==> config.mk <==
export PLATFORM = sky130hd
export DESIGN_NAME = rt_hit_resolve
export DESIGN_NICKNAME = d
export VERILOG_FILES = /design/src/rtl/rt_hit_resolve.sv
export SDC_FILE = /design/constraint.sdc
export NUM_CORES = 1
export LEC_CHECK = 0
export CAP_MARGIN = 0
export CORE_ASPECT_RATIO = 0.9
export CORE_MARGIN = 3
export CORE_UTILIZATION = 58
export DETAILED_ROUTE_END_ITERATION = 7
export GPL_TIMING_DRIVEN = 0
export PLACE_DENSITY = 0.79
export SYNTH_ARGS = -nofsm -noshare
export SYNTH_HDL_FRONTEND = slang
export SYNTH_SLANG_ARGS = --single-unit
export TNS_END_PERCENT = 30
==> constraint.sdc <==
create_clock -name clk -period 8.95 [get_ports clk]
set_clock_uncertainty 0.2 [all_clocks]
set_input_delay 0.895 -clock clk [delete_from_list [all_inputs] [get_ports clk]]
set_output_delay 0.895 -clock clk [all_outputs]
set_load 0.005 [all_outputs]
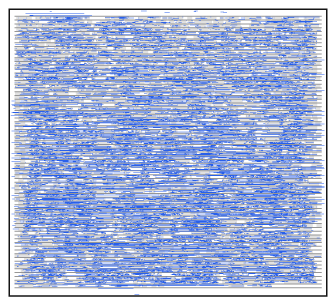
run_1/m1.png
Supply wires on this layer in gray.
wire length on this layer: 39.0 mm
share of all routed wire: 41%
met1 Usage GRT: 0.549
drt total wl: 95.5 mm

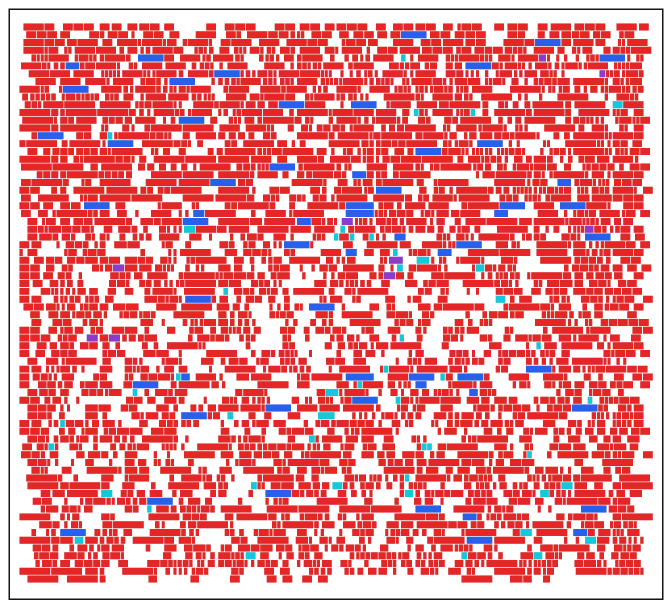
run_1/sizing.png
legend:
  x6 and larger:
    color: blue
    cells: 58
    share: 1.7%
  x2:
    color: cyan
    cells: 48
    share: 1.4%
  x1 and smaller:
    color: red
    cells: 3,218
    share: 97%
  x3 and x4:
    color: purple
    cells: 9
    share: 0.27%
post-route design area: 30,800 um^2
setup ws final: 2.32 ns

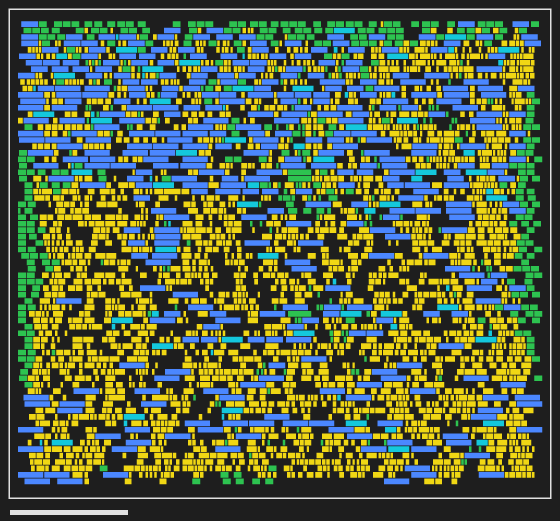
run_1/class_map.png
Scale bar: 50 um.
legend:
  clock drivers and dummy loads:
    color: cyan
    cells: 75
  sequential cells:
    color: blue
    cells: 372
  remaining buffers and delay cells:
    color: green
    cells: 456
  remaining logic cells:
    color: yellow
    cells: 2,430
cell row count: 72
final core occ: 0.710
Seq/total area: 0.307
core area: 43,400 um^2

==> impl_metrics.ini, run 1 <==
; flow metrics
[route]
wl_met1_mm = 39.0
met2_wirelength_mm = 40.3
route.detailed.drc = 0
first_pass_iters = 5
num_vias = 25574
postRouteAntennaNets = 0
drtIter0Drc = 3188
wl_per_cell_um = 24.3
viasPerCell = 6.50
dr_wl_met3_mm = 12.1
top_layer_used = met5

[synthesis]
synthCells = 2957
fp_nets = 3363
synth_warnings = 0
ys_seq_frac = 0.367
ys_seq_elements = 372
synth_top_area_share = 0.234
ff_type = edfxtp_1
top_cells_by_area = edfxtp_1 23%, dfxtp_1 13%, ha_1 11%, nand2_1 5.4%, a21oi_1 5.2%
synthMuxAreaShare = 0.0200
synthAdderAreaFrac = 0.110
synth-compound-area-share = 0.218
yosysChipArea_um2 = 25700
top_cells_by_count = 367 x nand2_1, 269 x a21oi_1, 221 x ha_1
yosysTopAreaCell = edfxtp_1
top_logic_kind = AND-OR/OR-AND gates
simple_gate_share = 0.172

[power_and_ir_drop]
powerComb_uw = 3870
swShare = 0.421
power.total_uw = 7850
p_seq_frac = 0.296
p_per_area_nw_per_um2 = 255
p_seq_uw = 2320
clkPwrFrac = 0.211
powerClk_uw = 1660
p_sw_uw = 3310
combPwrFrac = 0.493
leakage_uw = 0.0117

[setup_path]
r2r.worst_path.cells = 14
cp_data_arrival_time_ns = 6.85
cp-start-kind = primary input
critical_path_buf_inv_count = 1
endpoint_kind = register
rrSetupSlack_ns = 3.08
critPathKind = in2reg

[finish]
diodes = 7
logic_gate_count = 2281
sh_comb_area = 0.490
num-clock-buffers = 57
drive_gt1_frac = 0.0345
layout.nets = 3707
ff_count = 372
inverters = 149
final_cell_mix = 367 x nand2_1, 297 x clkdlybuf4s50_1, 269 x a21oi_1, 221 x ha_1, 201 x edfxtp_1
num-fill-cells = 3423
logic_area_um2 = 15100
buffer_area_frac = 0.120
clock_cell_area_share = 0.0411

[global_routing]
use_met2 = 0.575
top_usage_layer = met2
grt_max_degree = 64
grt_pass1_vias = 23870
antenna_found_initial = 10
gr-usage-all-layers = 0.389
overflow = 0

[timing]
rsz0062_at_grt = no
setup_violations = 0
relSlewSlack = 0.155
report.final.slew_viol_count = 0
period_used_share = 0.741
tightest_slew_ns = 1.27
fin_tns_setup_ns = 0

[place]
dp_hpwl_mm = 74.9
dpl_cell_area_um2 = 29600
place_ws_ns = 2.14
port_buffers = 297
placed_cells = 3849

[min_path]
whs_path_depth = 2
hold_path_class = reg2reg

[flow_run]
maxCapViolations = 0
warnings = 28

[die]
die-area_um2 = 47000
die_w_um = 228
tap_cells = 592
io_pins = 299
fp_util = 0.593

[clock_tree]
cts_tree = built
cts_buffers = 41
clk_pin_slew_ns = 0.07
clockBufferDepth = 3
root_buffer = clkbuf_16
numClockSinks = 372
cts_setup_buffers = 0
clock_latency_ns = 0.58
hold_buffers = 0
h-tree-depth = 2

[run_status]
status = finished clean
run_1/clock_wires.png
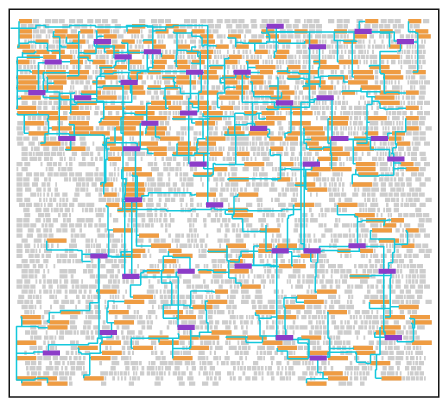

==> inputs of run 2 (changes only) <==
==> constraint.sdc (replaced) <==
create_clock -name clk -period 6.3 [get_ports clk]
set_clock_uncertainty 0.2 [all_clocks]
set_input_delay 0.63 -clock clk [delete_from_list [all_inputs] [get_ports clk]]
set_output_delay 0.63 -clock clk [all_outputs]
set_load 0.005 [all_outputs]
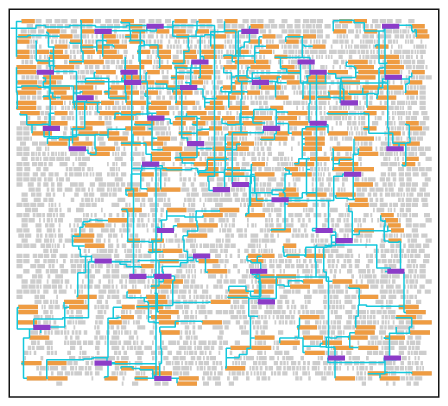
run_2/clock_wires.png
legend:
  clock wires:
    color: cyan
    length: 5,310 um
  clock-net drivers:
    color: purple
    count: 42
  flip-flops:
    color: orange
    count: 372
routed clock nets: 43
flops lie: all over the die
Clock Power: 2580 uW
clock network power share: 0.225
Insertion Delay late pin: 0.59 ns

==> impl_metrics.ini, run 2 <==
; flow metrics
[timing]
whs_ns = 0.250
fmax_mhz = 163
timing_hold_violations_final = 0
fin_tns_setup_ns = 0
report.final.slew_viol_count = 0
fin_ws_ns = 0.163
min_period_ns = 6.14
relSlewSlack = 0.0725
setup_violations = 0
period_used_share = 0.974
rsz0062_at_grt = no
tightest_slew_ns = 1.38

[clock_tree]
cts_tree = built
numClockSinks = 372
root_buffer = clkbuf_16
clockBufferDepth = 3
cts_setup_buffers = 0
h-tree-depth = 2
cts_buffers = 42
cts.repair.resized = 0
hold_buffers = 0
clk_pin_slew_ns = 0.06

[place]
dpl_cell_area_um2 = 29600
port_buffers = 297
place_ws_ns = -0.199
placed_cells = 3850
place_congestion = 1.08
dp_hpwl_mm = 76.2

[finish]
layout_top_cell = nand2_1
area_growth_pct = 20.5
signal_buffers = 456
utilization = 0.714
logic_gate_count = 2281
layout.nets = 3708
sh_comb_area = 0.488
drive_gt1_frac = 0.0366
regArea_um2 = 9460
finalInstanceArea_um2 = 31000
buffer_area_frac = 0.119
logic_area_um2 = 15100
clock_cell_area_share = 0.0457
final_cell_mix = 367 x nand2_1, 297 x clkdlybuf4s50_1, 269 x a21oi_1, 221 x ha_1, 201 x edfxtp_1
largest_cell_class = combinational gates
ff_count = 372
seq_share = 0.305
num-clock-buffers = 50
finalNonFillerCells = 3938
num-fill-cells = 3376
inverters = 149
diodes = 10

[die]
tap_cells = 592
fp_util = 0.593
die_h_um = 206
die_w_um = 228
coreArea_um2 = 43400
die-area_um2 = 47000
io_pins = 299
num_rows = 72

[synthesis]
synth_top_area_share = 0.234
synthCells = 2957
synth.distinct_cells = 78
ys_cells = 2957
top_logic_kind = AND-OR/OR-AND gates
syn_avg_cell_area_um2 = 8.71
ys_seq_elements = 372
synthMostInstantiatedCell = nand2_1
ff_type = edfxtp_1
yosysChipArea_um2 = 25700
synthArstFlopShare = 0
xor_share = 0.0670
simple_gate_share = 0.172
top_cells_by_count = 367 x nand2_1, 269 x a21oi_1, 221 x ha_1
synthAdderAreaFrac = 0.110
synthMuxAreaShare = 0.0200
yosysTopAreaCell = edfxtp_1
top_cells_by_area = edfxtp_1 23%, dfxtp_1 13%, ha_1 11%, nand2_1 5.4%, a21oi_1 5.2%
synth_area_um2 = 25700
ys_seq_frac = 0.367
synth_warnings = 0
fp_nets = 3363
synth-compound-area-share = 0.218

[flow_run]
maxCapViolations = 0
warnings = 28

[power_and_ir_drop]
power.total_uw = 11500
p_seq_uw = 3310
p_sw_uw = 4800
p_per_area_nw_per_um2 = 370
leakage_uw = 0.0118
power-top-group = combinational logic
p_seq_frac = 0.289
power.internal_uw = 6660
swShare = 0.419
powerComb_uw = 5580
combPwrFrac = 0.486
ir_worst_vdd_mv = 0.227

[global_routing]
top_usage_layer = met2
met3_usage = 0.123
overflow = 0
grt_pass1_vias = 24449
use_met2 = 0.589
grt_max_degree = 60
gr-usage-all-layers = 0.399
use_met1 = 0.534
grt_pass1_wl_mm = 144
antenna_found_initial = 13

[setup_path]
cp_data_arrival_time_ns = 6.34
r2r.worst_path.cells = 17
crit_chain = clkdlybuf4s50_1, or4_1, nor4_1, nand2_1, nor2_1, nand3_1, or4_1, o41ai_1, xnor2_1, ha_1, nand4_1, nor2_2, nand4_1, nor2_1, a211oi_1, a21boi_0
crit_cells = 16
critical_path_buf_inv_count = 1
critPathMaxStageDelay_ns = 0.63
required_ns = 6.51
rrSetupSlack_ns = 0.38
critPathKind = in2reg
endpoint_kind = register
slowest_stage = or4_1
critPathMaxFanout = 5
cp-start-kind = primary input
cpLargestDelayFamily = simple AND/OR/NAND/NOR gates

[route]
first_pass_iters = 8
wl_per_cell_um = 24.8
route.detailed.drc = 0
dr_wl_met3_mm = 13.5
postRouteAntennaNets = 0
met2_wirelength_mm = 40.9
num_vias = 25923
drtIter0Drc = 3439
top_layer_used = met5
wl_mm = 97.8
viasPerCell = 6.58
wl_met1_mm = 38.0

[min_path]
whs_path_depth = 2
hold_path_class = reg2reg

[run_status]
status = finished clean
Power and IR drop assume default switching activity.
